## src/rtl/ad7673_sampler_if.sv

```systemverilog
`default_nettype none
// ============================================================================
// Module   : ad7673_sampler_if
// Purpose  : Bundles the AD7673 pins and the sample/status bus of
//            ad7673_sampler.
//            master = ADC side and system controls (testbench or board).
//            slave  = the sampler itself.
// Signals  : enable, err_clear, BUSY, AD7673_DATA[17:0] -> sampler
//            CNVST_N, sample_valid, sample_data[9:0],
//            timeout_err, overrun_err             <- sampler
// Revision : 1.0 - initial release
// ============================================================================
interface ad7673_sampler_if;
    logic        enable;
    logic        err_clear;
    logic        BUSY;
    logic [17:0] AD7673_DATA;
    logic        CNVST_N;
    logic        sample_valid;
    logic [9:0]  sample_data;
    logic        timeout_err;
    logic        overrun_err;

    modport master (
        output enable, err_clear, BUSY, AD7673_DATA,
        input  CNVST_N, sample_valid, sample_data, timeout_err, overrun_err
    );

    modport slave (
        input  enable, err_clear, BUSY, AD7673_DATA,
        output CNVST_N, sample_valid, sample_data, timeout_err, overrun_err
    );
endinterface
`default_nettype wire

```

## src/rtl/ad7673_sampler.sv

```systemverilog
`default_nettype none
// ============================================================================
// Module   : ad7673_sampler
// Purpose  : Paced conversion sequencer for the AD7673 18-bit ADC. Issues a
//            CNVST_N pulse every SAMPLE_INTERVAL_CLK clocks while enabled,
//            follows the BUSY handshake, and reduces each result to a
//            rounded, saturated 10-bit sample with a one-cycle strobe.
// Ports    : clk          - system clock
//            reset_n_clk  - asynchronous active-low reset
//            bus          - ad7673_sampler_if.slave (ADC pins, controls,
//                           sample output and sticky error flags)
// Revision : 1.0 - initial release
// ============================================================================
module ad7673_sampler #(
    parameter int SAMPLE_INTERVAL_CLK = 3000,
    parameter int CNVST_LOW_CLK       = 2,
    parameter int BUSY_TIMEOUT_CLK    = 255
) (
    input  wire logic       clk,
    input  wire logic       reset_n_clk,
    ad7673_sampler_if.slave bus
);

    localparam int INT_W    = (SAMPLE_INTERVAL_CLK > 1) ? $clog2(SAMPLE_INTERVAL_CLK) : 1;
    localparam int PH_W     = (CNVST_LOW_CLK > 1) ? $clog2(CNVST_LOW_CLK) : 1;
    localparam int TO_W_RAW = $clog2(BUSY_TIMEOUT_CLK + 1);
    localparam int TO_W     = (TO_W_RAW > 8) ? TO_W_RAW : 8;

    localparam logic [INT_W-1:0] C_INT_LAST = INT_W'(SAMPLE_INTERVAL_CLK - 1);
    localparam logic [PH_W-1:0]  C_PH_LOAD  = PH_W'(CNVST_LOW_CLK - 1);
    localparam logic [TO_W-1:0]  C_TO_LIMIT = TO_W'(BUSY_TIMEOUT_CLK);

    typedef enum logic [2:0] {
        S_IDLE    = 3'd0,
        S_PULSE   = 3'd1,
        S_WAIT_HI = 3'd2,
        S_WAIT_LO = 3'd3,
        S_CAPTURE = 3'd4
    } state_t;

    // ------------------------------------------------------------------
    // BUSY synchronizer (BUSY is asynchronous to clk)
    // ------------------------------------------------------------------
    logic busy_meta_q;
    logic busy_s_q;

    always_ff @(posedge clk or negedge reset_n_clk) begin
        if (!reset_n_clk) begin
            busy_meta_q <= 1'b0;
            busy_s_q    <= 1'b0;
        end else begin
            busy_meta_q <= bus.BUSY;
            busy_s_q    <= busy_meta_q;
        end
    end

    // ------------------------------------------------------------------
    // Interval counter: parked at 0 while disabled so the first enabled
    // cycle is always a tick.
    // ------------------------------------------------------------------
    logic [INT_W-1:0] int_cnt_q;
    logic [INT_W-1:0] int_cnt_d;
    logic             w_tick;

    always_comb begin
        int_cnt_d = int_cnt_q;
        if (!bus.enable || (int_cnt_q == C_INT_LAST)) begin
            int_cnt_d = '0;
        end else begin
            int_cnt_d = int_cnt_q + 1'b1;
        end
    end

    assign w_tick = bus.enable && (int_cnt_q == '0);

    always_ff @(posedge clk or negedge reset_n_clk) begin
        if (!reset_n_clk) begin
            int_cnt_q <= '0;
        end else begin
            int_cnt_q <= int_cnt_d;
        end
    end

    // ------------------------------------------------------------------
    // Sample reduction: top 10 bits rounded by bit 7, saturated at 1023.
    // ------------------------------------------------------------------
    logic [17:0] data_q;
    logic [10:0] w_sum;
    logic [9:0]  w_sample;
    logic        w_unused_lsbs;

    assign w_sum         = {1'b0, data_q[17:8]} + {10'd0, data_q[7]};
    assign w_sample      = w_sum[10] ? 10'h3FF : w_sum[9:0];
    assign w_unused_lsbs = ^data_q[6:0];

    // ------------------------------------------------------------------
    // Conversion sequencer with registered outputs
    // ------------------------------------------------------------------
    state_t           state_q;
    logic [PH_W-1:0]  ph_cnt_q;
    logic [TO_W-1:0]  to_cnt_q;
    logic             cnvst_n_q;
    logic             sample_valid_q;
    logic [9:0]       sample_data_q;
    logic             timeout_err_q;
    logic             overrun_err_q;

    always_ff @(posedge clk or negedge reset_n_clk) begin
        if (!reset_n_clk) begin
            state_q        <= S_IDLE;
            ph_cnt_q       <= '0;
            to_cnt_q       <= '0;
            data_q         <= '0;
            cnvst_n_q      <= 1'b1;
            sample_valid_q <= 1'b0;
            sample_data_q  <= '0;
            timeout_err_q  <= 1'b0;
            overrun_err_q  <= 1'b0;
        end else begin
            sample_valid_q <= 1'b0;

            // Clear first so a same-cycle error event below wins.
            if (bus.err_clear) begin
                timeout_err_q <= 1'b0;
                overrun_err_q <= 1'b0;
            end

            // A tick while busy is dropped; the next conversion waits for
            // the following tick.
            if (w_tick && (state_q != S_IDLE)) begin
                overrun_err_q <= 1'b1;
            end

            case (state_q)
                S_IDLE: begin
                    if (w_tick) begin
                        state_q   <= S_PULSE;
                        cnvst_n_q <= 1'b0;
                        ph_cnt_q  <= C_PH_LOAD;
                    end
                end

                S_PULSE: begin
                    if (ph_cnt_q == '0) begin
                        cnvst_n_q <= 1'b1;
                        to_cnt_q  <= '0;
                        state_q   <= S_WAIT_HI;
                    end else begin
                        ph_cnt_q <= ph_cnt_q - 1'b1;
                    end
                end

                S_WAIT_HI: begin
                    if (busy_s_q) begin
                        to_cnt_q <= '0;
                        state_q  <= S_WAIT_LO;
                    end else if (to_cnt_q == C_TO_LIMIT) begin
                        timeout_err_q <= 1'b1;
                        state_q       <= S_IDLE;
                    end else begin
                        to_cnt_q <= to_cnt_q + 1'b1;
                    end
                end

                S_WAIT_LO: begin
                    if (!busy_s_q) begin
                        data_q  <= bus.AD7673_DATA;
                        state_q <= S_CAPTURE;
                    end else if (to_cnt_q == C_TO_LIMIT) begin
                        timeout_err_q <= 1'b1;
                        state_q       <= S_IDLE;
                    end else begin
                        to_cnt_q <= to_cnt_q + 1'b1;
                    end
                end

                S_CAPTURE: begin
                    sample_data_q  <= w_sample;
                    sample_valid_q <= 1'b1;
                    state_q        <= S_IDLE;
                end

                default: begin
                    state_q <= S_IDLE;
                end
            endcase
        end
    end

    assign bus.CNVST_N      = cnvst_n_q;
    assign bus.sample_valid = sample_valid_q;
    assign bus.sample_data  = sample_data_q;
    assign bus.timeout_err  = timeout_err_q;
    assign bus.overrun_err  = overrun_err_q;

endmodule
`default_nettype wire

```

## src/flat_wrapper.sv

```systemverilog
// flat-port wrapper written by rule: the top's interface ports become plain ports
module ad7673_sampler_flat 
#(
    parameter int SAMPLE_INTERVAL_CLK = 3000,
    parameter int CNVST_LOW_CLK       = 2,
    parameter int BUSY_TIMEOUT_CLK    = 255
)
  (clk, reset_n_clk, bus_enable, bus_err_clear, bus_BUSY, bus_AD7673_DATA, bus_CNVST_N, bus_sample_valid, bus_sample_data, bus_timeout_err, bus_overrun_err);
  ad7673_sampler_if bus_i ();
  input  wire logic clk;
  input  wire logic reset_n_clk;
  input wire logic [$bits(bus_i.enable)-1:0] bus_enable;
  input wire logic [$bits(bus_i.err_clear)-1:0] bus_err_clear;
  input wire logic [$bits(bus_i.BUSY)-1:0] bus_BUSY;
  input wire logic [$bits(bus_i.AD7673_DATA)-1:0] bus_AD7673_DATA;
  output wire logic [$bits(bus_i.CNVST_N)-1:0] bus_CNVST_N;
  output wire logic [$bits(bus_i.sample_valid)-1:0] bus_sample_valid;
  output wire logic [$bits(bus_i.sample_data)-1:0] bus_sample_data;
  output wire logic [$bits(bus_i.timeout_err)-1:0] bus_timeout_err;
  output wire logic [$bits(bus_i.overrun_err)-1:0] bus_overrun_err;
  assign bus_i.enable = bus_enable;
  assign bus_i.err_clear = bus_err_clear;
  assign bus_i.BUSY = bus_BUSY;
  assign bus_i.AD7673_DATA = bus_AD7673_DATA;
  assign bus_CNVST_N = bus_i.CNVST_N;
  assign bus_sample_valid = bus_i.sample_valid;
  assign bus_sample_data = bus_i.sample_data;
  assign bus_timeout_err = bus_i.timeout_err;
  assign bus_overrun_err = bus_i.overrun_err;
  ad7673_sampler #(.SAMPLE_INTERVAL_CLK(SAMPLE_INTERVAL_CLK), .CNVST_LOW_CLK(CNVST_LOW_CLK), .BUSY_TIMEOUT_CLK(BUSY_TIMEOUT_CLK)) u_core (.clk(clk), .reset_n_clk(reset_n_clk), .bus(bus_i));
endmodule
```

## config.mk

```make
export PLATFORM = sky130hd
export DESIGN_NAME = ad7673_sampler_flat
export DESIGN_NICKNAME = d
export VERILOG_FILES = /design/src/rtl/ad7673_sampler_if.sv /design/src/rtl/ad7673_sampler.sv /design/src/flat_wrapper.sv
export SDC_FILE = /design/constraint.sdc
export NUM_CORES = 1
export LEC_CHECK = 0
export CORE_MARGIN = 4
export CORE_UTILIZATION = 33
export DETAILED_ROUTE_END_ITERATION = 7
export GPL_TIMING_DRIVEN = 0
export MAX_ROUTING_LAYER = met4
export SLEW_MARGIN = 5
export SYNTH_ARGS = -nofsm -noshare
export SYNTH_HDL_FRONTEND = slang
export SYNTH_SLANG_ARGS = --single-unit
```

## constraint.sdc

```tcl
create_clock -name clk -period 5.2 [get_ports clk]
set_input_delay 0.52 -clock clk [delete_from_list [all_inputs] [get_ports clk]]
set_output_delay 0.52 -clock clk [all_outputs]
set_load 0.1 [all_outputs]
```

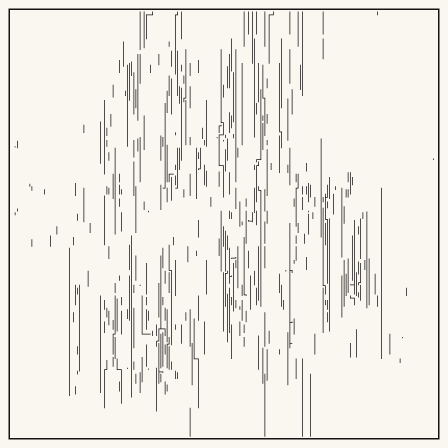
(run_1/met2.png)
The layer holds 46% of the routed length. The layer carries 2,190 um of wire. The wires run mostly vertical. The longest straight run is 37.7 um.
via count: 1,819
Routed WL: 4800 um
met2 track demand over resource: 18.4%

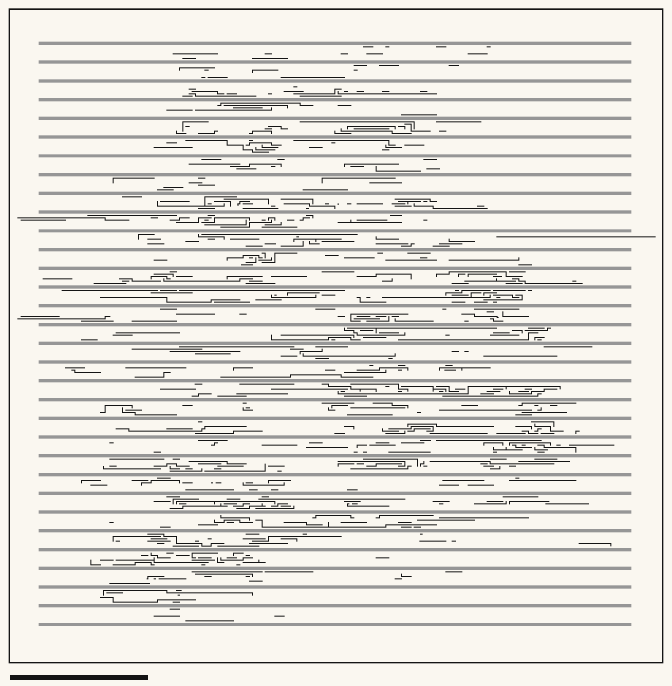
(run_1/met1.png)
Bar = 20 um. Supply wires on this layer in gray.
The layer holds 50% of the routed length. The layer carries 2,410 um of wire. The wires run mostly horizontal. 274 nets have wire on it.

==> report_table.html, run 1 <==
<!-- implementation run metrics -->
<table>
<tr><th>Metric</th><th>Value</th></tr>
<tr><th colspan="2">Synth</th></tr>
<tr><td>Number of cell instances after yosys synthesis</td><td>241</td></tr>
<tr><td>Portion of the post-synthesis area used by sequential elements</td><td>51.6%</td></tr>
<tr><td>Syn_nets</td><td>269</td></tr>
<tr><td>Gate count after technology mapping</td><td>241</td></tr>
<tr><td>Most area-hungry cell type in the Yosys netlist</td><td>dfrtp_1</td></tr>
<tr><td>List of most frequent post-synthesis cells</td><td>dfrtp_1, nor2_1, a21oi_1, nand3_1, nand2_1</td></tr>
<tr><td>Area contributors post-synth</td><td>dfrtp_1, nor2_1, mux2_2, xnor2_1, a21oi_1</td></tr>
<tr><td>Yosys warning count</td><td>0</td></tr>
<tr><td>Most repeated cell in the gate-level netlist after synthesis</td><td>dfrtp_1</td></tr>
<tr><td>Async S/R FF share, synth</td><td>100%</td></tr>
<tr><th colspan="2">Floorplan</th></tr>
<tr><td>Die outline width</td><td>94.6 um</td></tr>
<tr><td>Site row count</td><td>31</td></tr>
<tr><th colspan="2">Place</th></tr>
<tr><td>Count of buffers inserted at the top-level ports</td><td>29</td></tr>
<tr><td>Number of placed instances with taps included</td><td>370</td></tr>
<tr><th colspan="2">Critical path</th></tr>
<tr><td>Cell at the slowest stage of the critical path</td><td>clkdlybuf4s50_1</td></tr>
<tr><td>Critical path's top delay family</td><td>buffers and inverters</td></tr>
<tr><th colspan="2">Final timing</th></tr>
<tr><td>Rel. slew slack</td><td>34.6%</td></tr>
<tr><td>RSZ-0062 raised after global routing</td><td>false</td></tr>
<tr><td>Number of setup violations in the final report</td><td>0</td></tr>
<tr><td>Clock period minus final worst setup slack</td><td>2.50 ns</td></tr>
<tr><td>Post-route fraction of the period consumed by the critical path</td><td>48.1%</td></tr>
<tr><th colspan="2">Power</th></tr>
<tr><td>Power per cell area</td><td>568 mW/mm^2</td></tr>
<tr><td>VDD IR-drop max</td><td>0.190 mV</td></tr>
<tr><td>Static leakage power</td><td>1.25 nW</td></tr>
<tr><th colspan="2">Finish</th></tr>
<tr><td>Area taken by multi-input logic gates</td><td>0.00110 sq mm</td></tr>
<tr><td>Most used cells in the layout excluding fill and tap cells</td><td>dfrtp_1, nor2_1, clkdlybuf4s50_1</td></tr>
<tr><td>Final nets</td><td>306</td></tr>
<tr><th colspan="2">GRT</th></tr>
<tr><td>Pin count of the biggest net entering global routing</td><td>27</td></tr>
<tr><td>Total routing resource utilization after global routing</td><td>12.4%</td></tr>
<tr><td>Wire length of the first global-routing pass</td><td>8630 um</td></tr>
<tr><td>Vias in the first global route</td><td>1,817</td></tr>
<tr><th colspan="2">Clocking</th></tr>
<tr><td>Buffer depth of the longest clock path</td><td>2</td></tr>
<tr><td>Clock sinks</td><td>51</td></tr>
<tr><td>Clock tree from TritonCTS</td><td>built</td></tr>
<tr><td>Count of H-tree levels built during CTS</td><td>2</td></tr>
<tr><th colspan="2">Job</th></tr>
<tr><td>Max-cap violations</td><td>0</td></tr>
<tr><td>Tool warnings</td><td>34</td></tr>
<tr><th colspan="2">Route</th></tr>
<tr><td>DRC violations left</td><td>0</td></tr>
<tr><td>Number of design-rule violations left by the first detailed-router iteration</td><td>72</td></tr>
<tr><th colspan="2">Run status</th></tr>
<tr><td>Run status</td><td>finished, final reports clean</td></tr>
<tr><th colspan="2">Hold path</th></tr>
<tr><td>Worst Hold Class</td><td>in2async</td></tr>
</table>
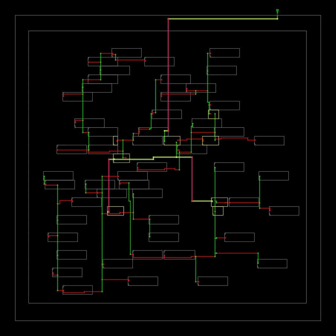
(run_1/final_clocks.png)
clock network power consumption: 0.235 mW
number of buffers added by the clock tree synthesis step: 5
flop count: 51

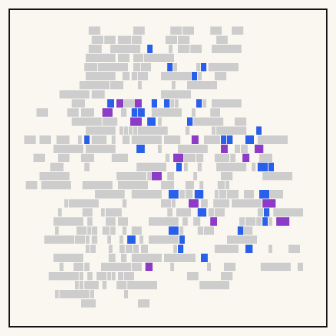
(run_1/gate_families.png)
Purple marks AND and OR gates, cells 15. Blue marks inverting AOI/OAI gates, cells 34.
Commonest Layout Cell: dfrtp_1
combinational share of cell area: 36.6%

==> run 1: layout make-up <==
| class | count | area share, % |
|---|---|---|
| Sequential cell | 51 | 42.7 |
| Multi-Input combinational cell | 170 | 36.6 |
| Timing Repair Buffer | 30 | 10.2 |
| Tap cell | 99 | 4.14 |
| Clock buffer | 6 | 2.42 |
| Buffer | 9 | 1.96 |
| Inverter | 11 | 1.38 |
| Clock inverter | 2 | 0.585 |
==> run 1: per-stage QoR <==
| stage | power, mW | util, % | hold slack [ns] | worst slack [ns] |
|---|---|---|---|---|
| final | 1.70 | 41.3 | 0.217 | 2.70 |
| after global routing | 1.81 | 41.3 | 0.247 | 2.64 |
| after CTS | 1.72 | 41.3 | 0.233 | 2.67 |
| after detailed placement | 1.48 | 40.0 | 0.340 | 3.02 |
| after global placement | 1.47 | 39.8 | 0.334 | 2.04 |
| after floorplan | 1.26 | - | 0.224 | 3.34 |
==> run 1: flip-flops by register name, summed over array words and instances (netlist names) <==
name and flops:
u_core.int_cnt_q 12, u_core.data_q 11, u_core.bus.sample_data 10, u_core.to_cnt_q 8
u_core.state_q 3, u_core.bus.CNVST_N 1, u_core.bus.overrun_err 1, u_core.bus.sample_valid 1
u_core.bus.timeout_err 1, u_core.busy_meta_q 1, u_core.busy_s_q 1, u_core.ph_cnt_q 1
==> run 1: logic make-up after synthesis <==
kind of cell / synth area share [%]
compound gates: 10.0
flops: 51.6
simple gates: 21.1
mux: 5.36
fa+ha+maj: 2.53
xor+xnor: 5.31
buf+inv: 4.04
==> run 1: where the power goes <==
| part | total, mW | switching (mW) | internal [mW] |
|---|---|---|---|
| Combinational | 0.852 | 0.574 | 0.278 |
| Clock | 0.235 | 0.138 | 0.0970 |
| Sequential | 0.613 | 0.0962 | 0.517 |
| Total | 1.70 | 0.808 | 0.892 |
==> run 1: layer usage <==
layer | wire (um) | GRT usage [%] | vias to the layer above | share of wire, %
li1 | - | - | 920 | -
met1 | 2410 | 17.4 | 867 | 50
met2 | 2190 | 18.4 | 26 | 46
met3 | 140 | 2.39 | 6 | 2.9
met4 | 64 | 3.61 | 0 | 1.3
met5 | 0 | - | - | 0
==> run 1: worst paths after layout <==
path                                                start                                     to  cells after the start  slack (ns)
min in group clk             u_core.busy_meta_q$_DFF_PN0_              u_core.busy_s_q$_DFF_PN0_                      0        0.36
max in group asynchronous                     reset_n_clk         u_core.bus.CNVST_N$_DFFE_PN1P_                      2        4.36
hold / removal                                reset_n_clk       u_core.bus.timeout_err$_DFF_PN0_                      1        0.22
setup reg to reg             u_core.data_q[7]$_DFFE_PN0P_  u_core.bus.sample_data[1]$_DFFE_PN0P_                      5        3.23
setup / recovery           u_core.bus.CNVST_N$_DFFE_PN1P_                            bus_CNVST_N                      1        2.70
hold reg to reg              u_core.busy_meta_q$_DFF_PN0_              u_core.busy_s_q$_DFF_PN0_                      0        0.36
==> run_1/met3.png <==
Bar = 20 um.
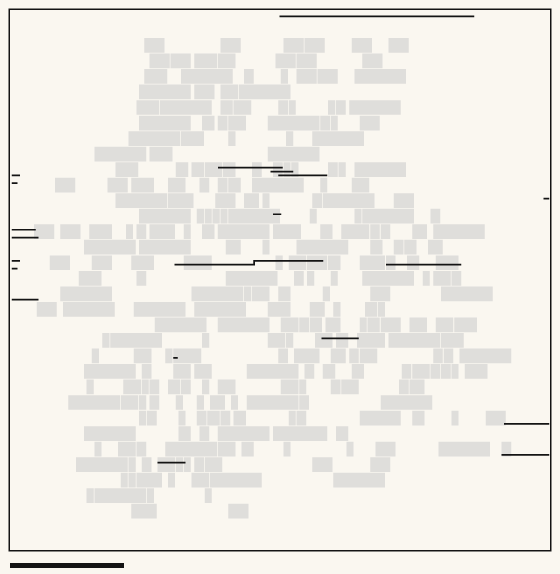

## Run 2: what changed since run 1
==> constraint.sdc (replaced) <==
create_clock -name clk -period 2.4 [get_ports clk]
set_input_delay 0.24 -clock clk [delete_from_list [all_inputs] [get_ports clk]]
set_output_delay 0.24 -clock clk [all_outputs]
set_load 0.1 [all_outputs]
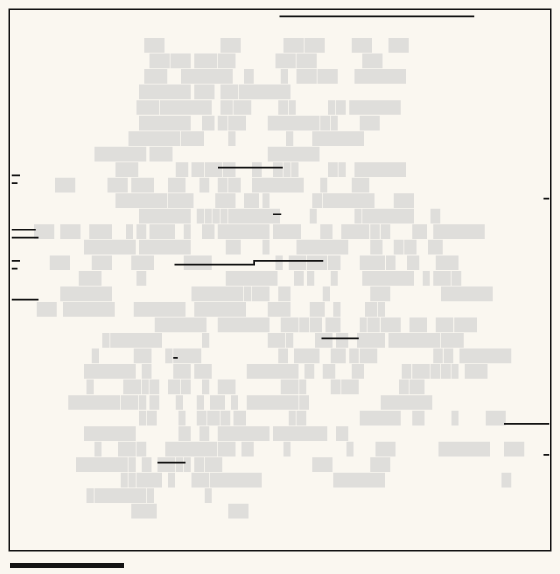
(run_2/met3.png)
Bar = 20 um.
The wires run mostly horizontal. The layer holds 2.3% of the routed length. 14 nets have wire on it.
met3 Usage GRT: 2.39%
Routed WL: 4820 um
via count: 1,814

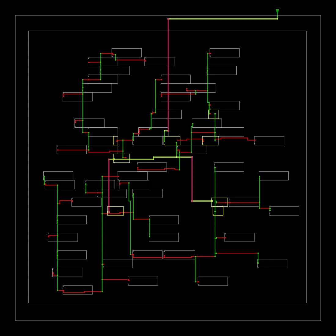
(run_2/final_clocks.png)
clock network power consumption: 0.509 mW
Clock buffer cells: 6
Clk Latency, worst-skew pair: 0.30 ns
clock sinks: 51
maximum clock skew at final layout: 0.00693 ns

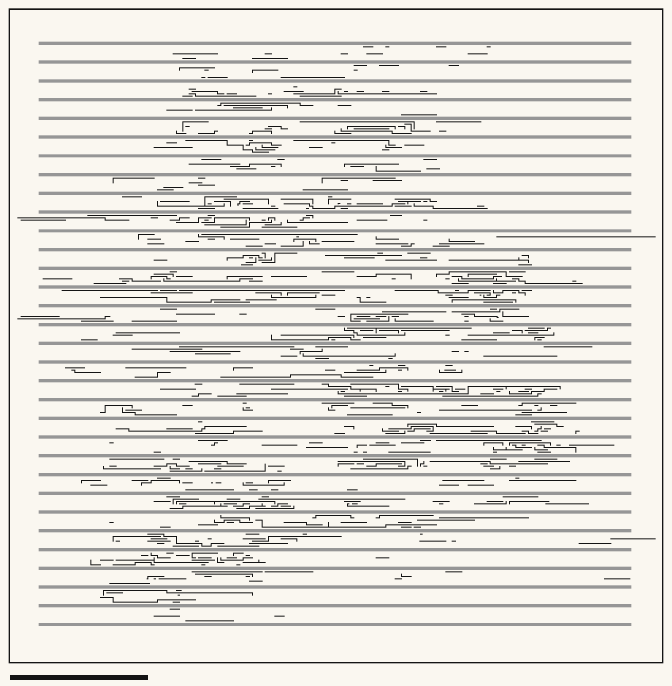
(run_2/met1.png)
Bar = 20 um. Supply wires on this layer in gray.
The wires run mostly horizontal. The layer carries 2,460 um of wire.
met1 Resource Use GR: 17.4%

==> run 2 against run 1 <==
Net effect:
- routed wire length is 0.27% higher
- synthesized cell count did not move
- first-iteration DRC count decreased by 19%
- synthesized area unchanged
- utilization rose by 0.14 points
- sequential power increased by 120%
- combinational power grew 120%
- via count fell by 0.27%
- highest routed layer unchanged
==> report_table.html, run 2 <==
<!-- implementation run metrics -->
<table>
<tr><th>Metric</th><th>Value</th></tr>
<tr><th colspan="2">Run status</th></tr>
<tr><td>Run status</td><td>finished, final reports clean</td></tr>
<tr><th colspan="2">Final timing</th></tr>
<tr><td>Number of setup violations in the final report</td><td>0 (unchanged)</td></tr>
<tr><td>Clock period minus final worst setup slack</td><td>2.22 ns</td></tr>
<tr><td>RSZ-0062 raised after global routing</td><td>false</td></tr>
<tr><td>Rel. slew slack</td><td>34.6% (about the same)</td></tr>
<tr><td>Post-route fraction of the period consumed by the critical path</td><td>92.6%</td></tr>
<tr><td>Final hold slack</td><td>0.363 ns (+0.146 ns)</td></tr>
<tr><th colspan="2">Hold path</th></tr>
<tr><td>Worst hold path startpoint</td><td>bus_BUSY</td></tr>
<tr><td>Hold Path Stages</td><td>1</td></tr>
<tr><td>Worst Hold Class</td><td>in2reg</td></tr>
<tr><th colspan="2">Finish</th></tr>
<tr><td>Most used cells in the layout excluding fill and tap cells</td><td>dfrtp_1, nor2_1, clkdlybuf4s50_1</td></tr>
<tr><td>Final nets</td><td>307 (+0.33%)</td></tr>
<tr><td>Largest register by flop count</td><td>u_core.int_cnt_q</td></tr>
<tr><td>Flip-flop count of the largest register, all copies and words added</td><td>12 (unchanged)</td></tr>
<tr><th colspan="2">Floorplan</th></tr>
<tr><td>Die outline width</td><td>94.6 um (unchanged)</td></tr>
<tr><td>Site row count</td><td>31 (unchanged)</td></tr>
<tr><th colspan="2">Synth</th></tr>
<tr><td>Yosys warning count</td><td>0 (unchanged)</td></tr>
<tr><td>Simple-gate share of the synthesized area</td><td>21.1% (unchanged)</td></tr>
<tr><td>Dominant non-sequential cell family after synthesis</td><td>simple AND/OR/NAND/NOR gates</td></tr>
<tr><td>Multiplexer share of the synthesized area</td><td>5.36% (unchanged)</td></tr>
<tr><td>Most area-hungry cell type in the Yosys netlist</td><td>dfrtp_1</td></tr>
<tr><td>Syn_nets</td><td>269 (unchanged)</td></tr>
<tr><td>Portion of the post-synthesis area used by sequential elements</td><td>51.6% (unchanged)</td></tr>
<tr><td>Async S/R FF share, synth</td><td>100% (unchanged)</td></tr>
<tr><td>Adder-cell share of the synthesized area</td><td>2.53% (unchanged)</td></tr>
<tr><td>List of most frequent post-synthesis cells</td><td>dfrtp_1, nor2_1, a21oi_1, nand3_1, nand2_1</td></tr>
<tr><td>Synth Area in Compound Gates</td><td>10.0% (unchanged)</td></tr>
<tr><td>Number of cell instances after yosys synthesis</td><td>241 (unchanged)</td></tr>
<tr><td>Area contributors post-synth</td><td>dfrtp_1, nor2_1, mux2_2, xnor2_1, a21oi_1</td></tr>
<tr><th colspan="2">Clocking</th></tr>
<tr><td>Buffer depth of the longest clock path</td><td>2 (unchanged)</td></tr>
<tr><td>Clock tree from TritonCTS</td><td>built</td></tr>
<tr><td>Count of H-tree levels built during CTS</td><td>2 (unchanged)</td></tr>
<tr><td>Number of buffers added by the clock tree synthesis step</td><td>5 (unchanged)</td></tr>
<tr><th colspan="2">Critical path</th></tr>
<tr><td>FF-to-FF path depth</td><td>5 (unchanged)</td></tr>
<tr><td>Critical path's top delay family</td><td>buffers and inverters</td></tr>
<tr><td>Worst reg-to-reg setup slack</td><td>0.44 ns (-2.79 ns)</td></tr>
<tr><td>Cell at the slowest stage of the critical path</td><td>clkdlybuf4s50_1</td></tr>
<tr><th colspan="2">Power</th></tr>
<tr><td>Power per cell area</td><td>1230 mW/mm^2 (+120%)</td></tr>
<tr><td>Static leakage power</td><td>1.26 nW (+0.33%)</td></tr>
<tr><td>VDD IR-drop max</td><td>0.413 mV (+120%)</td></tr>
<tr><th colspan="2">GRT</th></tr>
<tr><td>Total routing resource utilization after global routing</td><td>12.5% (+0.035 points)</td></tr>
<tr><td>Wire length of the first global-routing pass</td><td>8650 um (+0.31%)</td></tr>
<tr><th colspan="2">Job</th></tr>
<tr><td>Max-cap violations</td><td>0 (unchanged)</td></tr>
<tr><td>Tool warnings</td><td>34 (unchanged)</td></tr>
<tr><th colspan="2">Route</th></tr>
<tr><td>DRC violations left</td><td>0 (unchanged)</td></tr>
<tr><th colspan="2">Place</th></tr>
<tr><td>Count of buffers inserted at the top-level ports</td><td>29 (unchanged)</td></tr>
</table>
==> run 2: power by group <==
group / internal (mW) / switching, mW
sequential: 1.12 / 0.208
clock: 0.210 / 0.299
combinational: 0.604 / 1.24
==> run 2: cell families after synthesis <==
group	after synthesis
DFF	51
xor gates and xnor gates	15
adders and majority gates	5
and+or+nand+nor	99
muxes	12
AOI/OAI and AO/OA	39
buffers and inverters	20
==> run 2: layer usage <==
metal	GRT usage [%]	share of wire (%)
met1	17.4	51
met2	18.5	45
met3	2.39	2.2
met4	3.61	1.3
met5	-	0
==> run 2: worst max-delay path by stage <==
stage | cells after the start | startpoint | slack [ns] | endpoint
after floorplan | 7 | u_core.to_cnt_q[0]$_DFFE_PN0P_ | 0.54 | u_core.to_cnt_q[3]$_DFFE_PN0P_
after global placement | 1 | reset_n_clk | -0.48 | u_core.data_q[13]$_DFFE_PN0P_
after detailed placement | 5 | u_core.data_q[7]$_DFFE_PN0P_ | 0.42 | u_core.bus.sample_data[1]$_DFFE_PN0P_
after CTS | 1 | u_core.bus.CNVST_N$_DFFE_PN1P_ | 0.15 | bus_CNVST_N
final | 1 | u_core.bus.CNVST_N$_DFFE_PN1P_ | 0.18 | bus_CNVST_N
after global routing | 1 | u_core.bus.CNVST_N$_DFFE_PN1P_ | 0.12 | bus_CNVST_N
==> run 2: cell type report <==
type                    instances  area (sq um)
clock inverters                 2          17.5
well taps                      99           124
inverters                      11          41.3
repair buffers                 31           315
multi-input cells             170          1100
fillers                       745          4250
plain buffers                   9          58.8
flip-flops and latches         51          1280
clock buffers                   6          72.6
==> run 2: through the flow <==
step	utilization [%]	cells	instance area, sq um	power (mW)	setup WS, ns
5_1_grt	41.4	379	3000	3.93	0.124
2_1_floorplan	-	241	2470	2.74	0.541
6_report	41.4	379	3000	3.68	0.176
3_3_place_gp	39.8	369	2890	3.18	-0.478
4_1_cts	41.4	379	3000	3.72	0.150
3_5_place_dp	40.0	370	2900	3.20	0.417
==> run 2: timing repair <==
action                                 4_1_cts  5_1_grt
hold buffers                                 1        0
buffers inserted                             0        0
endpoints found under the hold margin       25        0
==> run_2/gate_families.png <==
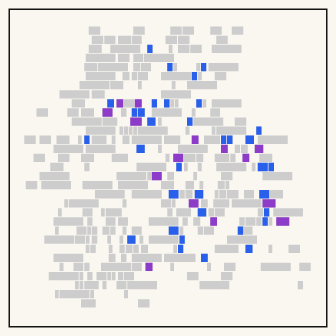

## Run 3: what changed since run 2
--- a/config.mk
+++ b/config.mk
@@ -10,6 +10,8 @@
 export DETAILED_ROUTE_END_ITERATION = 7
 export GPL_TIMING_DRIVEN = 0
 export MAX_ROUTING_LAYER = met4
+export PLACE_DENSITY_LB_ADDON = 0.1
+export SKIP_LAST_GASP = 1
 export SLEW_MARGIN = 5
 export SYNTH_ARGS = -nofsm -noshare
 export SYNTH_HDL_FRONTEND = slang
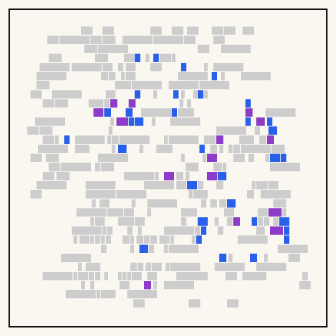
(run_3/gate_families.png)
combinational share of cell area: 36.6%
final std cells w/o fill: 378

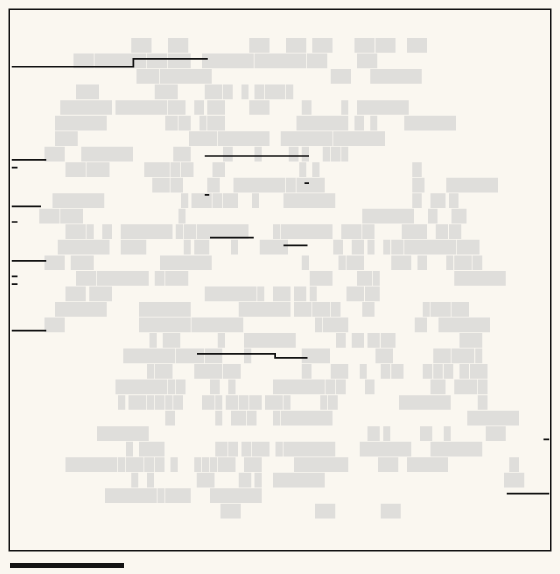
(run_3/met3.png)
Bar = 20 um.
via count: 1,807
Routed WL: 4890 um
met3 Usage GRT: 3.11%

==> run 3 against run 2 <==
Net effect:
- total power hardly changed
- count of clock-buffer cells in the layout stayed put
- via count is 0.39% lower
- sequential cell count stayed put
- maximum frequency hardly changed
- synthesized cell count stayed put
- sequential power hardly changed
- clock power hardly changed
- largest power group unchanged
==> report_table.html, run 3 <==
<!-- implementation run metrics -->
<table>
<tr><th>Metric</th><th>Value</th></tr>
<tr><th colspan="2">Critical path</th></tr>
<tr><td>Worst reg-to-reg setup slack</td><td>0.41 ns (-0.03 ns)</td></tr>
<tr><td>Critical path's top delay family</td><td>buffers and inverters</td></tr>
<tr><td>FF-to-FF path depth</td><td>5 (unchanged)</td></tr>
<tr><td>Cell at the slowest stage of the critical path</td><td>clkdlybuf4s50_1</td></tr>
<tr><th colspan="2">Power</th></tr>
<tr><td>Final total power</td><td>3.69 mW (about the same)</td></tr>
<tr><td>Power per cell area</td><td>1230 mW/mm^2 (+0.15%)</td></tr>
<tr><th colspan="2">Floorplan</th></tr>
<tr><td>Die outline width</td><td>94.6 um (unchanged)</td></tr>
<tr><th colspan="2">Clocking</th></tr>
<tr><td>Clock sinks</td><td>51 (unchanged)</td></tr>
<tr><td>Clock tree from TritonCTS</td><td>built</td></tr>
<tr><th colspan="2">Job</th></tr>
<tr><td>Tool warnings</td><td>34 (unchanged)</td></tr>
<tr><td>Max-cap violations</td><td>0 (unchanged)</td></tr>
<tr><th colspan="2">Route</th></tr>
<tr><td>DRC violations left</td><td>0 (unchanged)</td></tr>
<tr><th colspan="2">Synth</th></tr>
<tr><td>Yosys warning count</td><td>0 (unchanged)</td></tr>
<tr><td>Async S/R FF share, synth</td><td>100% (unchanged)</td></tr>
<tr><th colspan="2">Place</th></tr>
<tr><td>Placed cell area</td><td>0.00290 sq mm (unchanged)</td></tr>
<tr><th colspan="2">Final timing</th></tr>
<tr><td>Rel. slew slack</td><td>34.4% (-0.19 points)</td></tr>
<tr><td>Maximum clock skew at final layout</td><td>0.00742 ns (+0.000489 ns)</td></tr>
<tr><td>RSZ-0062 raised after global routing</td><td>false</td></tr>
<tr><th colspan="2">GRT</th></tr>
<tr><td>Total routing resource utilization after global routing</td><td>12.8% (+0.31 points)</td></tr>
<tr><th colspan="2">Run status</th></tr>
<tr><td>Run status</td><td>finished, final reports clean</td></tr>
</table>
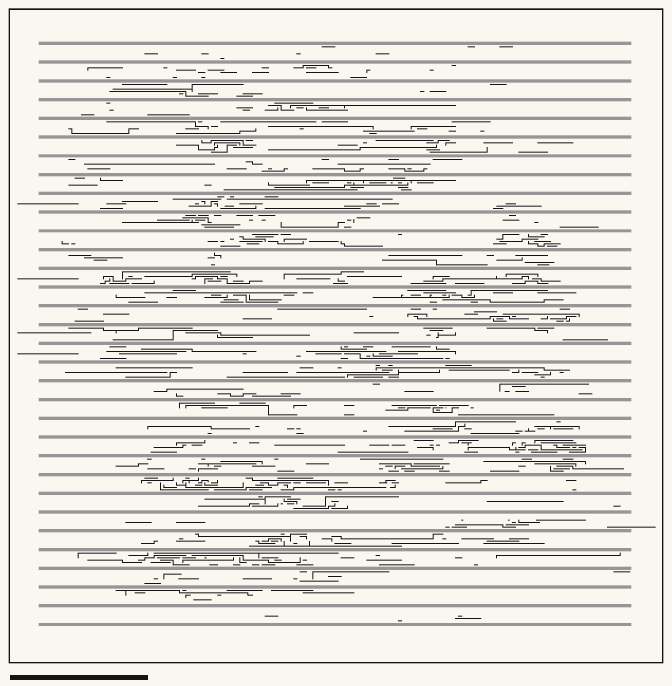
(run_3/met1.png)
Bar = 20 um. Supply wires on this layer in gray.
The longest straight run is 26.7 um. The layer carries 2,500 um of wire.
met1 Resource Use GR: 17.4%

[run 3: layout make-up]
class	count	area [sq um]
sequential	51	1280
buffer	9	58.8
clock buffer	6	82.6
multi-input combinational	170	1100
fill	722	4250
timing repair buffer	31	315
tap	99	124
clock inverter	1	5.00
inverter	11	41.3
[run 3: cells by family after synthesis]
family,count (synthesis),share of synthesized area [%]
multiplexers,12,5.36
buffers and inverters,20,4.04
AND/OR/NAND/NOR,99,21.1
AND-OR/OR-AND,39,10.0
XOR/XNOR,15,5.31
flip-flops,51,51.6
adder cells (fa/ha/maj),5,2.53
[run 3: repair_timing]
action                                  CTS  global route
buffers inserted                          0             0
endpoints found under the hold margin    20             0
endpoints found under the setup margin    0             0
hold buffers                              1             0
[run 3: worst max path at each step]
stage / start / to / slack, ns / depth (start not counted)
final: u_core.bus.CNVST_N$_DFFE_PN1P_ / bus_CNVST_N / 0.18 / 1
after global routing: u_core.bus.CNVST_N$_DFFE_PN1P_ / bus_CNVST_N / 0.12 / 1
after CTS: u_core.bus.CNVST_N$_DFFE_PN1P_ / bus_CNVST_N / 0.16 / 1
after detailed placement: u_core.data_q[7]$_DFFE_PN0P_ / u_core.bus.sample_data[6]$_DFFE_PN0P_ / 0.42 / 5
after global placement: reset_n_clk / u_core.data_q[11]$_DFFE_PN0P_ / -0.57 / 1
after floorplan: u_core.to_cnt_q[0]$_DFFE_PN0P_ / u_core.to_cnt_q[3]$_DFFE_PN0P_ / 0.54 / 7
[run 3: routing by layer]
layer	GRT usage, %	up-vias	wire (um)
met5	-	-	0
met4	3.97	0	54
met3	3.11	5	117
met2	18.8	19	2220
met1	17.4	858	2500
li1	-	925	-
[run 3: power by group]
group / switching (mW) / internal (mW) / leakage, nW
clock: 0.279 / 0.227 / 0.0470
sequential: 0.209 / 1.12 / 0.646
combinational: 1.25 / 0.604 / 0.565
total: 1.74 / 1.95 / 1.26
Power figures rest on the tool's default switching activity, not on a simulated workload.
